===== config.mk =====
export PLATFORM = sky130hd
export DESIGN_NAME = irq_ctrl_flat
export DESIGN_NICKNAME = d
export VERILOG_FILES = /design/src/rtl/irq_ctrl_if.sv /design/src/rtl/irq_ctrl.sv /design/src/flat_wrapper.sv
export SDC_FILE = /design/constraint.sdc
export NUM_CORES = 1
export LEC_CHECK = 0
export CAP_MARGIN = 20
export CORE_UTILIZATION = 47
export DETAILED_ROUTE_END_ITERATION = 7
export PLACE_DENSITY_LB_ADDON = 0.05
export SLEW_MARGIN = 40
export SYNTH_ARGS = -nofsm -noshare
export SYNTH_HDL_FRONTEND = slang
export SYNTH_SLANG_ARGS = --single-unit

===== constraint.sdc =====
create_clock -name clk -period 2.6 [get_ports clk]
set_input_delay 0.78 -clock clk [delete_from_list [all_inputs] [get_ports clk]]
set_output_delay 0.78 -clock clk [all_outputs]
set_load 0.03 [all_outputs]

===== src/rtl/irq_ctrl_if.sv =====
// Register-port bus between a software master and the interrupt controller.
// An access is one strobe cycle followed by exactly one rdy_ cycle.
interface irq_ctrl_if;
    logic        cs_;
    logic        as_;
    logic        rw;
    logic [1:0]  addr;
    logic [31:0] wr_data;
    logic [31:0] rd_data;
    logic        rdy_;

    modport master (output cs_, as_, rw, addr, wr_data, input rd_data, rdy_);
    modport slave  (input cs_, as_, rw, addr, wr_data, output rd_data, rdy_);
endinterface


===== src/rtl/irq_ctrl.sv =====
// Fixed-priority interrupt controller: synchronise, latch, present -> claim -> EOI.
// Edge source to cpu_irq takes SYNC_STAGES+2 cycles; register accesses never stall (rdy_ in the next cycle).
module irq_ctrl #(
    parameter int IRQ_CH      = 8,
    parameter int SYNC_STAGES = 2
) (
    input  logic              clk,
    input  logic              reset,
    input  logic [IRQ_CH-1:0] src_irq,
    irq_ctrl_if.slave         bus,
    output logic [IRQ_CH-1:0] cpu_irq
);
    localparam int IDW = $clog2(IRQ_CH);

    typedef enum logic [1:0] {IDLE, PRESENT, SERVICE} state_t;
    state_t state_q, state_n;

    logic [IRQ_CH-1:0] sync_q [SYNC_STAGES];
    logic [IRQ_CH-1:0] s, s_d, rise;
    logic [IRQ_CH-1:0] type_q, enable_q, edge_pend_q, edge_pend_n;
    logic [IRQ_CH-1:0] pending, cand, win_oh, clr_mask;
    logic [IDW-1:0]    win_id, svc_id_q;
    logic              acc, rd_acc, wr_acc, claim, eoi_match;
    logic [31:0]       rd_mux;
    logic              unused_wr_bits;

    assign unused_wr_bits = ^bus.wr_data[31:IRQ_CH];

    always_ff @(posedge clk or posedge reset) begin
        if (reset) begin
            for (int i = 0; i < SYNC_STAGES; i++) sync_q[i] <= '0;
            s_d <= '0;
        end else begin
            sync_q[0] <= src_irq;
            for (int i = 1; i < SYNC_STAGES; i++) sync_q[i] <= sync_q[i-1];
            s_d <= s;
        end
    end

    assign s    = sync_q[SYNC_STAGES-1];
    assign rise = s & ~s_d;

    // Level channels bypass the latch so they track the source directly.
    assign pending = (type_q & edge_pend_q) | (~type_q & s);
    assign cand    = pending & enable_q;
    assign win_oh  = cand & (~cand + IRQ_CH'(1));

    always_comb begin
        win_id = '0;
        for (int i = IRQ_CH - 1; i >= 0; i--) begin
            if (cand[i]) win_id = IDW'(i);
        end
    end

    assign acc       = ~bus.cs_ & ~bus.as_;
    assign rd_acc    = acc & bus.rw;
    assign wr_acc    = acc & ~bus.rw;
    assign claim     = rd_acc && (bus.addr == 2'd3) && (state_q == PRESENT) && (cand != '0);
    assign eoi_match = wr_acc && (bus.addr == 2'd3) && (state_q == SERVICE) &&
                       (bus.wr_data[IDW-1:0] == svc_id_q);

    // Set beats clear so an edge arriving during a W1C is not lost.
    assign clr_mask    = ((wr_acc && bus.addr == 2'd1) ? bus.wr_data[IRQ_CH-1:0] : '0) |
                         (claim ? win_oh : '0);
    assign edge_pend_n = (edge_pend_q & ~clr_mask) | (rise & type_q);

    always_comb begin
        rd_mux = '0;
        case (bus.addr)
            2'd0: rd_mux = 32'(type_q);
            2'd1: rd_mux = 32'(pending);
            2'd2: rd_mux = 32'(enable_q);
            default: begin
                if (claim) begin
                    rd_mux     = 32'(win_id);
                    rd_mux[31] = 1'b1;
                end
            end
        endcase
    end

    always_ff @(posedge clk or posedge reset) begin
        if (reset) begin
            type_q      <= '0;
            enable_q    <= '0;
            edge_pend_q <= '0;
            svc_id_q    <= '0;
            bus.rd_data <= '0;
            bus.rdy_    <= 1'b1;
        end else begin
            edge_pend_q <= edge_pend_n;
            if (wr_acc && bus.addr == 2'd0) type_q   <= bus.wr_data[IRQ_CH-1:0];
            if (wr_acc && bus.addr == 2'd2) enable_q <= bus.wr_data[IRQ_CH-1:0];
            if (claim) svc_id_q <= win_id;
            bus.rdy_    <= ~acc;
            bus.rd_data <= rd_acc ? rd_mux : '0;
        end
    end

    always_ff @(posedge clk or posedge reset) begin
        if (reset) state_q <= IDLE;
        else       state_q <= state_n;
    end

    always_comb begin
        state_n = state_q;
        cpu_irq = '0;
        case (state_q)
            IDLE: begin
                if (cand != '0) state_n = PRESENT;
            end
            PRESENT: begin
                cpu_irq = win_oh;
                if (claim)             state_n = SERVICE;
                else if (cand == '0)   state_n = IDLE;
            end
            SERVICE: begin
                if (eoi_match) state_n = IDLE;
            end
            default: state_n = IDLE;
        endcase
    end
endmodule


===== src/flat_wrapper.sv =====
// flat-port wrapper written by rule: the top's interface ports become plain ports
module irq_ctrl_flat 
#(
    parameter int IRQ_CH      = 8,
    parameter int SYNC_STAGES = 2
)
  (clk, reset, src_irq, cpu_irq, bus_cs_, bus_as_, bus_rw, bus_addr, bus_wr_data, bus_rd_data, bus_rdy_);
  irq_ctrl_if bus_i ();
  input  logic clk;
  input  logic reset;
  input  logic [IRQ_CH-1:0] src_irq;
  output logic [IRQ_CH-1:0] cpu_irq;
  input wire logic [$bits(bus_i.cs_)-1:0] bus_cs_;
  input wire logic [$bits(bus_i.as_)-1:0] bus_as_;
  input wire logic [$bits(bus_i.rw)-1:0] bus_rw;
  input wire logic [$bits(bus_i.addr)-1:0] bus_addr;
  input wire logic [$bits(bus_i.wr_data)-1:0] bus_wr_data;
  output wire logic [$bits(bus_i.rd_data)-1:0] bus_rd_data;
  output wire logic [$bits(bus_i.rdy_)-1:0] bus_rdy_;
  assign bus_i.cs_ = bus_cs_;
  assign bus_i.as_ = bus_as_;
  assign bus_i.rw = bus_rw;
  assign bus_i.addr = bus_addr;
  assign bus_i.wr_data = bus_wr_data;
  assign bus_rd_data = bus_i.rd_data;
  assign bus_rdy_ = bus_i.rdy_;
  irq_ctrl #(.IRQ_CH(IRQ_CH), .SYNC_STAGES(SYNC_STAGES)) u_core (.clk(clk), .reset(reset), .src_irq(src_irq), .bus(bus_i), .cpu_irq(cpu_irq));
endmodule

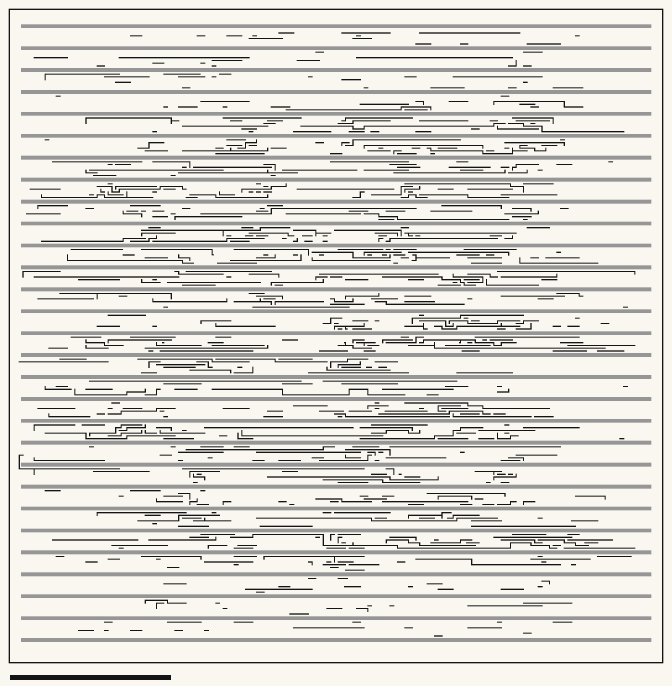
m1.png
Bar = 20 µm. Supply wires on this layer in grey.
wire length on this layer: 2,930 µm
main direction: horizontal
nets with wire on the layer: 296

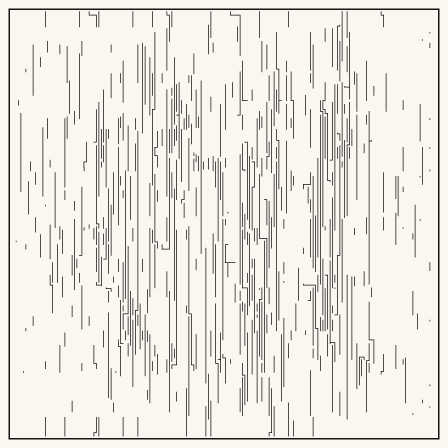
m2.png
nets with wire on the layer: 303
wire length on this layer: 2,950 µm
main direction: vertical
share of all routed wire: 47%

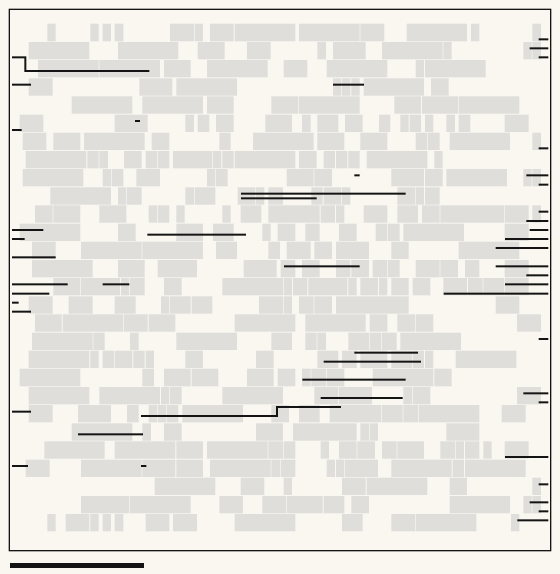
m3.png
Bar = 20 µm. Cells faint in the background.
wire length on this layer: 304 µm
main direction: horizontal
share of all routed wire: 4.8%

==> CHANGELOG.md <==
### Changed

- Status: complete, but fails checks
- Failing checks: setup timing
- Post-route cell area: 3764 µm²
- H-tree levels: 3
- Met3 GRT Util: 4.270%
- Worst setup path category: reg2out
- Layout cells sized above 1: 26.04%
- Post-route worst setup slack: -0.06143 ns
- Clock net power: 836 µW
- Total grt overflow: 0
- Final setup fails: 5
- Critical path launch point: u_core.type_q[0]
- Met2 GRT Util: 32.52%
- Clock Latency Late Sink: 0.35 ns
- Yosys top cell by instances: dfrtp_1
- Inverters: 11
- Placed insts: 392
- Top power group: registers
- WL final: 6295 µm
- GPL Wtd Cong: 0.8250
- Core Util, Final: 63.19%
## registers in the layout, indices dropped and copies added (netlist names)
name,cells
u_core.state_q,2
u_core.svc_id_q,3
u_core.s_d,8
u_core.edge_pend_q,8
u_core.bus.rdy_,1
u_core.bus.rd_data,9
u_core.enable_q,8
u_core.sync_q,8
u_core.type_q,8
u_core.s,8
## kinds of logic after synthesis
kind of cell    after synthesis
flops                        63
compound gates               56
xor+xnor                      3
simple gates                 73
buf+inv                      40
other cells                   1
mux                          26
## worst max-delay path, stage by stage, from the launching register on
cell and delay (ns):
dfrtp_1 0.38, mux2i_2 0.25, buf_4 0.16, a2bb2oi_4 0.15
nand4_1 0.14, buf_6 0.17, nor3_4 0.13, buf_6 0.16
Power and IR drop assume default switching activity.
